Fig. 1: PDN straps and rails
Scale: 3 px per um. Pins as bars on the die edge. Tap cells in gray.
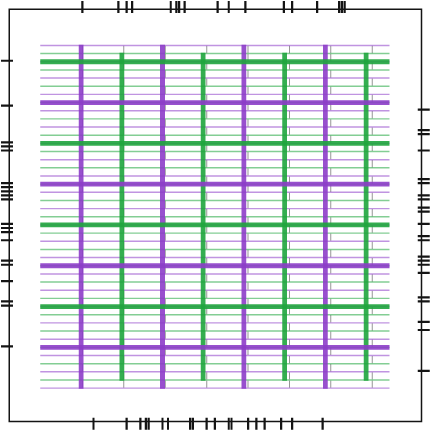
Fig. 2: clock wiring as the flow saved it
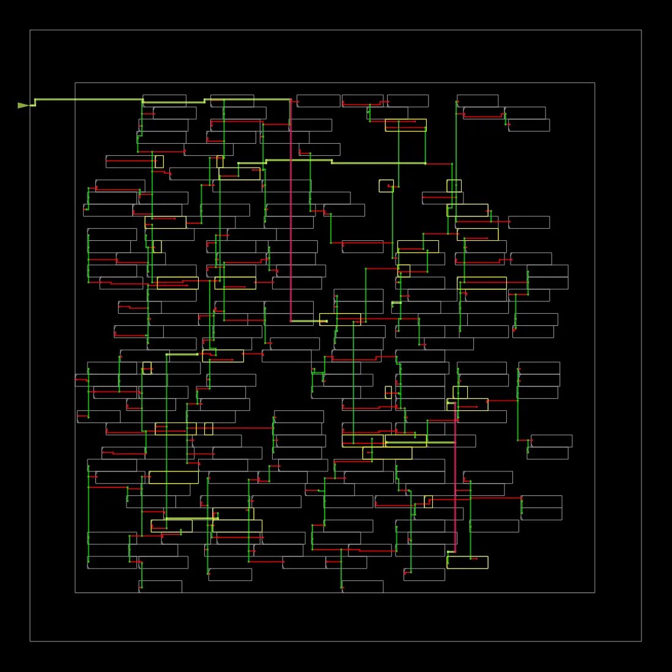
Fig. 3: M3 wires
Scale: 2 px per um.
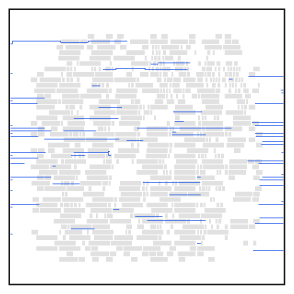
Fig. 4: wiring by layer
Scale: 3 px per um.
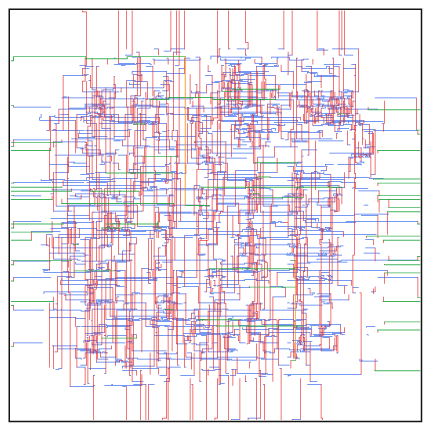
--- src/rtl/phy_tx_ctrl.sv ---
// PHY transmit controller: link bring-up FSM with a holding FIFO that feeds
// the striping/serializer path, emitting COM filler when no payload is sent.
module phy_tx_ctrl #(
  parameter int unsigned          DATA_W     = 32,
  parameter int unsigned          COM_CYCLES = 4,
  parameter int unsigned          FIFO_DEPTH = 4,
  parameter logic [DATA_W-1:0]    IDLE_WORD  = DATA_W'(32'hBCBCBCBC)
) (
  input  logic              clk_f,
  input  logic              reset,
  input  logic              enable,
  input  logic [1:0]        lane_ok,
  input  logic [DATA_W-1:0] data_input,
  input  logic              valid,
  output logic [DATA_W-1:0] data_out,
  output logic              valid_out,
  output logic              active,
  output logic              fifo_full,
  output logic              overflow,
  output logic              error,
  output logic [2:0]        state
);

  localparam int unsigned AW    = (FIFO_DEPTH > 1) ? $clog2(FIFO_DEPTH) : 1;
  localparam int unsigned OCC_W = AW + 1;
  localparam int unsigned CNT_W = 4;

  localparam logic [OCC_W-1:0] DEPTH_C  = OCC_W'(FIFO_DEPTH);
  localparam logic [OCC_W-1:0] ONE_C    = OCC_W'(1);
  localparam logic [CNT_W-1:0] CNT_LAST = CNT_W'(COM_CYCLES - 1);

  typedef enum logic [2:0] {
    ST_RESET  = 3'd0,
    ST_INIT   = 3'd1,
    ST_IDLE   = 3'd2,
    ST_ACTIVE = 3'd3,
    ST_DRAIN  = 3'd4,
    ST_ERROR  = 3'd5
  } state_e;

  state_e              state_q, state_d;
  logic [CNT_W-1:0]    cnt_q, cnt_d;
  logic [AW-1:0]       wr_ptr_q, wr_ptr_d;
  logic [AW-1:0]       rd_ptr_q, rd_ptr_d;
  logic [OCC_W-1:0]    occ_q, occ_d;
  logic [DATA_W-1:0]   mem_q [FIFO_DEPTH];
  logic [DATA_W-1:0]   data_q, data_d;
  logic                valid_out_q, valid_out_d;
  logic                active_q, active_d;
  logic                full_q, full_d;
  logic                ovf_q, ovf_d;
  logic                err_q, err_d;

  logic                lane_good;
  logic                pop;
  logic                push;
  logic                drop;

  // FIFO handshake decode from the current state and occupancy.
  always_comb begin
    lane_good = (lane_ok == 2'b11);
    pop       = ((state_q == ST_ACTIVE) || (state_q == ST_DRAIN)) && (occ_q != '0);
    push      = valid && (state_q inside {ST_INIT, ST_IDLE, ST_ACTIVE}) &&
                ((occ_q != DEPTH_C) || pop);
    drop      = valid && !push;
  end

  // Next-state logic and COM qualification counter.
  always_comb begin
    state_d = state_q;
    cnt_d   = '0;
    case (state_q)
      ST_RESET:  state_d = ST_INIT;
      ST_INIT: begin
        if (enable && lane_good) state_d = ST_IDLE;
      end
      ST_IDLE: begin
        if (!enable) begin
          state_d = ST_INIT;
        end else if (lane_good) begin
          if (cnt_q == CNT_LAST) state_d = ST_ACTIVE;
          else                   cnt_d   = cnt_q + 4'd1;
        end
      end
      ST_ACTIVE: begin
        if (!lane_good)   state_d = ST_ERROR;
        else if (!enable) state_d = ST_DRAIN;
      end
      ST_DRAIN: begin
        // occ_q of 1 means the last entry pops on this edge.
        if (!lane_good)         state_d = ST_ERROR;
        else if (occ_q <= ONE_C) state_d = ST_INIT;
      end
      ST_ERROR: begin
        if (!enable) state_d = ST_INIT;
      end
      default:   state_d = ST_RESET;
    endcase
  end

  // FIFO pointer/occupancy update and registered output values.
  always_comb begin
    wr_ptr_d = wr_ptr_q;
    rd_ptr_d = rd_ptr_q;
    occ_d    = occ_q;
    if (push) wr_ptr_d = wr_ptr_q + 1'b1;
    if (pop)  rd_ptr_d = rd_ptr_q + 1'b1;
    case ({push, pop})
      2'b10:   occ_d = occ_q + 1'b1;
      2'b01:   occ_d = occ_q - 1'b1;
      default: occ_d = occ_q;
    endcase
    // Entering (or sitting in) ERROR discards everything queued.
    if (state_d == ST_ERROR) begin
      wr_ptr_d = '0;
      rd_ptr_d = '0;
      occ_d    = '0;
    end
    data_d      = pop ? mem_q[rd_ptr_q] : IDLE_WORD;
    valid_out_d = pop;
    active_d    = (state_d == ST_ACTIVE) || (state_d == ST_DRAIN);
    full_d      = (occ_d == DEPTH_C);
    ovf_d       = ovf_q | drop;
    err_d       = (state_d == ST_ERROR);
  end

  // Control and output registers.
  always_ff @(posedge clk_f or negedge reset) begin
    if (!reset) begin
      state_q     <= ST_RESET;
      cnt_q       <= '0;
      wr_ptr_q    <= '0;
      rd_ptr_q    <= '0;
      occ_q       <= '0;
      data_q      <= IDLE_WORD;
      valid_out_q <= 1'b0;
      active_q    <= 1'b0;
      full_q      <= 1'b0;
      ovf_q       <= 1'b0;
      err_q       <= 1'b0;
    end else begin
      state_q     <= state_d;
      cnt_q       <= cnt_d;
      wr_ptr_q    <= wr_ptr_d;
      rd_ptr_q    <= rd_ptr_d;
      occ_q       <= occ_d;
      data_q      <= data_d;
      valid_out_q <= valid_out_d;
      active_q    <= active_d;
      full_q      <= full_d;
      ovf_q       <= ovf_d;
      err_q       <= err_d;
    end
  end

  // FIFO storage; contents are don't-care while occupancy is zero.
  always_ff @(posedge clk_f) begin
    if (push) mem_q[wr_ptr_q] <= data_input;
  end

  assign data_out  = data_q;
  assign valid_out = valid_out_q;
  assign active    = active_q;
  assign fifo_full = full_q;
  assign overflow  = ovf_q;
  assign error     = err_q;
  assign state     = state_q;

endmodule

--- config.mk ---
export PLATFORM = sky130hd
export DESIGN_NAME = phy_tx_ctrl
export DESIGN_NICKNAME = d
export VERILOG_FILES = /design/src/rtl/phy_tx_ctrl.sv
export SDC_FILE = /design/constraint.sdc
export NUM_CORES = 1
export LEC_CHECK = 0
export ABC_AREA = 1
export CAP_MARGIN = 0
export CORE_MARGIN = 10
export CORE_UTILIZATION = 50
export DETAILED_ROUTE_END_ITERATION = 10
export HOLD_SLACK_MARGIN = 0.12
export PLACE_DENSITY_LB_ADDON = 0.1
export SYNTH_ARGS = -nofsm -noshare
export SYNTH_HDL_FRONTEND = slang
export SYNTH_SLANG_ARGS = --single-unit
--- constraint.sdc ---
create_clock -name clk_f -period 7.9 [get_ports clk_f]
set_input_delay 1.185 -clock clk_f [delete_from_list [all_inputs] [get_ports clk_f]]
set_output_delay 1.185 -clock clk_f [all_outputs]
set_load 0.02 [all_outputs]
==> run notes <==
run metrics: run status finished clean, M1 GR Usage 18.7%, library cell with the highest instance count after synthesis edfxtp_1, Slew HR 17.9%, Buffers, non-clock 79, DR vias 4085, reg-to-reg slack, setup 5110 ps, routed wl met3 841 um, Post-CTS Resized 0, top cell type by total area after synthesis edfxtp_1, met1 wire length 5.98 mm, XOR Share, Synth 0.512%, Commonest Layout Cell edfxtp_1, total leakage power 3.07 nW, post-synth tally of flip-flops with integrated enable 128, Clk network pwr share 31.1%, P_comb 0.649 mW, number of nets at floorplan 565, final worst setup slack 4790 ps, switching power 0.849 mW, count of non-CTS inverters in the layout 27, depth of the CTS H-tree 4, post-CTS repair timing setup buffer count 0, worst-case vdd ir drop 0.162 mV, data arrival time at the worst-slack endpoint 3150 ps, highest-count cells in the layout ignoring fill and taps 128 x edfxtp_1, 104 x nor2_1, 76 x clkdlybuf4s50_1, share of final-layout standard cells stronger than drive strength 1 12.1%, total of max-cap violations 0, filler cell count in the final layout 1025, share of the clock period used by the worst path after layout 39.4%, CTS tree built, Die Y-Extent 137 um, Adder Area Share 2.01%, setup repair after global routing missed its margin no, final number of hold-violating endpoints 0, number of nets in the layout 640, ranking of synthesized cells by instance count 128 x edfxtp_1, 108 x nor2_1, 69 x o21ai_0, 31 x dfrtp_1, 31 x nand2_1, Period minus WS final 3110 ps, synthesis-to-layout area growth 22.7%, Comb/total area 18.2%, library cell used as clock root buffer clkbuf_16, count of cells along the worst hold path 1, launching instance or port of the critical path valid, data required time of the critical path 7930 ps, post-synth area from yosys stat 6840 um2, total core area 13300 um2, Residual DRC 0, Max Root-Sink Buffers 2, Reg2Reg Capture Point occ_q[2]$_DFF_PN0_, hold-fix buffers at CTS 0, GR met2 Demand/Resource 24.4%, Tot GR Track Use 15.1%, Fin Setup TNS 0 ps, Hold Path End cnt_q[0]$_DFF_PN0_, cell depth of the worst flop-to-flop path 12, cell count along the critical path 5, post-synthesis sequential area ratio 75.3%, Top Family by Delay on Critical Path simple AND/OR/NAND/NOR gates, placed wire-length estimate 7.92 mm, cell-internal power 1.92 mW, WP buf/inv 2, count of antenna-violating nets left after detailed routing 0, number of tap cells inserted 176, area of the mapped netlist 6840 um2, flip-flops 179, endpoint class of the critical path register, initial antenna violation count 0, CP max FO 32, transition at the pin with the smallest max-transition slack 1230 ps, Yosys warning total 0, Total Die Area 18700 um2, clock network area share 7.30%, Hold Startpoint cnt_q[0]$_DFF_PN0_, Die X-Extent 137 um, number of clock buffers in the layout 17, unique cell type count in the Yosys netlist 30, amount of wire on met2 after detailed routing 6.81 mm, total power divided by cell area 331 nW/um2, DRC marker count from the first detailed-route iteration 396, Post-Synthesis Cells 516, Util after Layout 63.1%, delay of the slowest cell on the worst path 840 ps, via density per instance 5.24, CP Class in -> reg, sequential share of power 45.6%, remaining global-route overflow 0, most used routing layer in global routing met2, share of async-settable or async-resettable flops after synthesis 28.5%, register clock-pin slew on the reported worst setup and hold paths 60 ps, Basic Gates by Area 10.1%, top layer reached by signal wires met4, biggest cell category by area in the final layout registers, number of logged tool warnings 33, most used flip-flop cell edfxtp_1, Flops after synth 179, sequential cell area 5150 um2, register fraction of the total cell area 61.4%, total setup violations reported at the end of the flow 0, Signal buf overhead 9.31%, antenna diode count 0, via count of the first global-routing pass 4207, number of rows in the core area 42, floorplan-stage core utilization 51.4%, Logic cell area 1530 um2, detailed-router iteration count before antenna repair 4, Critical R2R Launch occ_q[0]$_DFF_PN0_, FMAX 321 MHz, CP startpoint kind input port, largest net degree at the start of global routing 67, average cell area after synthesis 13.2 um2, power share of the combinational group 23.4%, number of primary I/O pins 78, Post-synth area hogs edfxtp_1 56%, dfrtp_1 11%, dfstp_2 7.7%, nor2_1 5.9%, o21ai_0 5.1%, switching fraction of total power 30.6%, cell chain of the critical path clkdlybuf4s50_1 -> inv_1 -> nor3_1 -> nand2_4 -> nor2_4, final tally of max-slew violations 0, pre-CTS worst setup slack 4310 ps, Dominant comb cell simple AND/OR/NAND/NOR gates, MUX share of area 0%, grt met3 use 4.25%, cell count in the Yosys report 516, group drawing the most power sequential cells, WL final 13.7 mm
Back to the opening pictures, Fig. 1:
VSS: shown in purple. VDD: shown in green.
176 tap cells. The core has 42 rows.

Back to the opening pictures, Fig. 2:
cts bufs inserted: 17
Clock group: 0.861 mW
source-to-sink clock delay at the later pin of the worst-skew pair: 430 ps
worst clock skew: 21.1 ps
clock sink count: 179

Back to the opening pictures, Fig. 3:
59 nets have wire on it. The layer carries 841 um of wire. The layer holds 6.1% of the routed length. The longest straight run is 46.9 um.

Back to the opening pictures, Fig. 4:
met2: shown in red, wire length 6810 um. met4: shown in orange, wire length 83.0 um. met1: shown in blue, wire length 5980 um. met3: shown in green, wire length 841 um.

## through the flow
stage	cells	hold slack [ps]	power [mW]	area (um2)
after floorplan	516	432	1.69	6840
after global placement	748	455	1.91	7770
after detailed placement	748	455	1.93	7770
after CTS	780	463	2.79	8390
after global routing	780	500	2.93	8390
final	780	457	2.77	8390
## state kept, by name, indices dropped and copies added, names as in the netlist
| register | cells |
|---|---|
| active | 1 |
| cnt_q | 4 |
| data_out | 32 |
| error | 1 |
| fifo_full | 1 |
| mem_q | 128 |
| occ_q | 3 |
| overflow | 1 |
| rd_ptr_q | 2 |
| state | 3 |
| valid_out | 1 |
| wr_ptr_q | 2 |
Power is estimated from default activity; no workload was simulated.
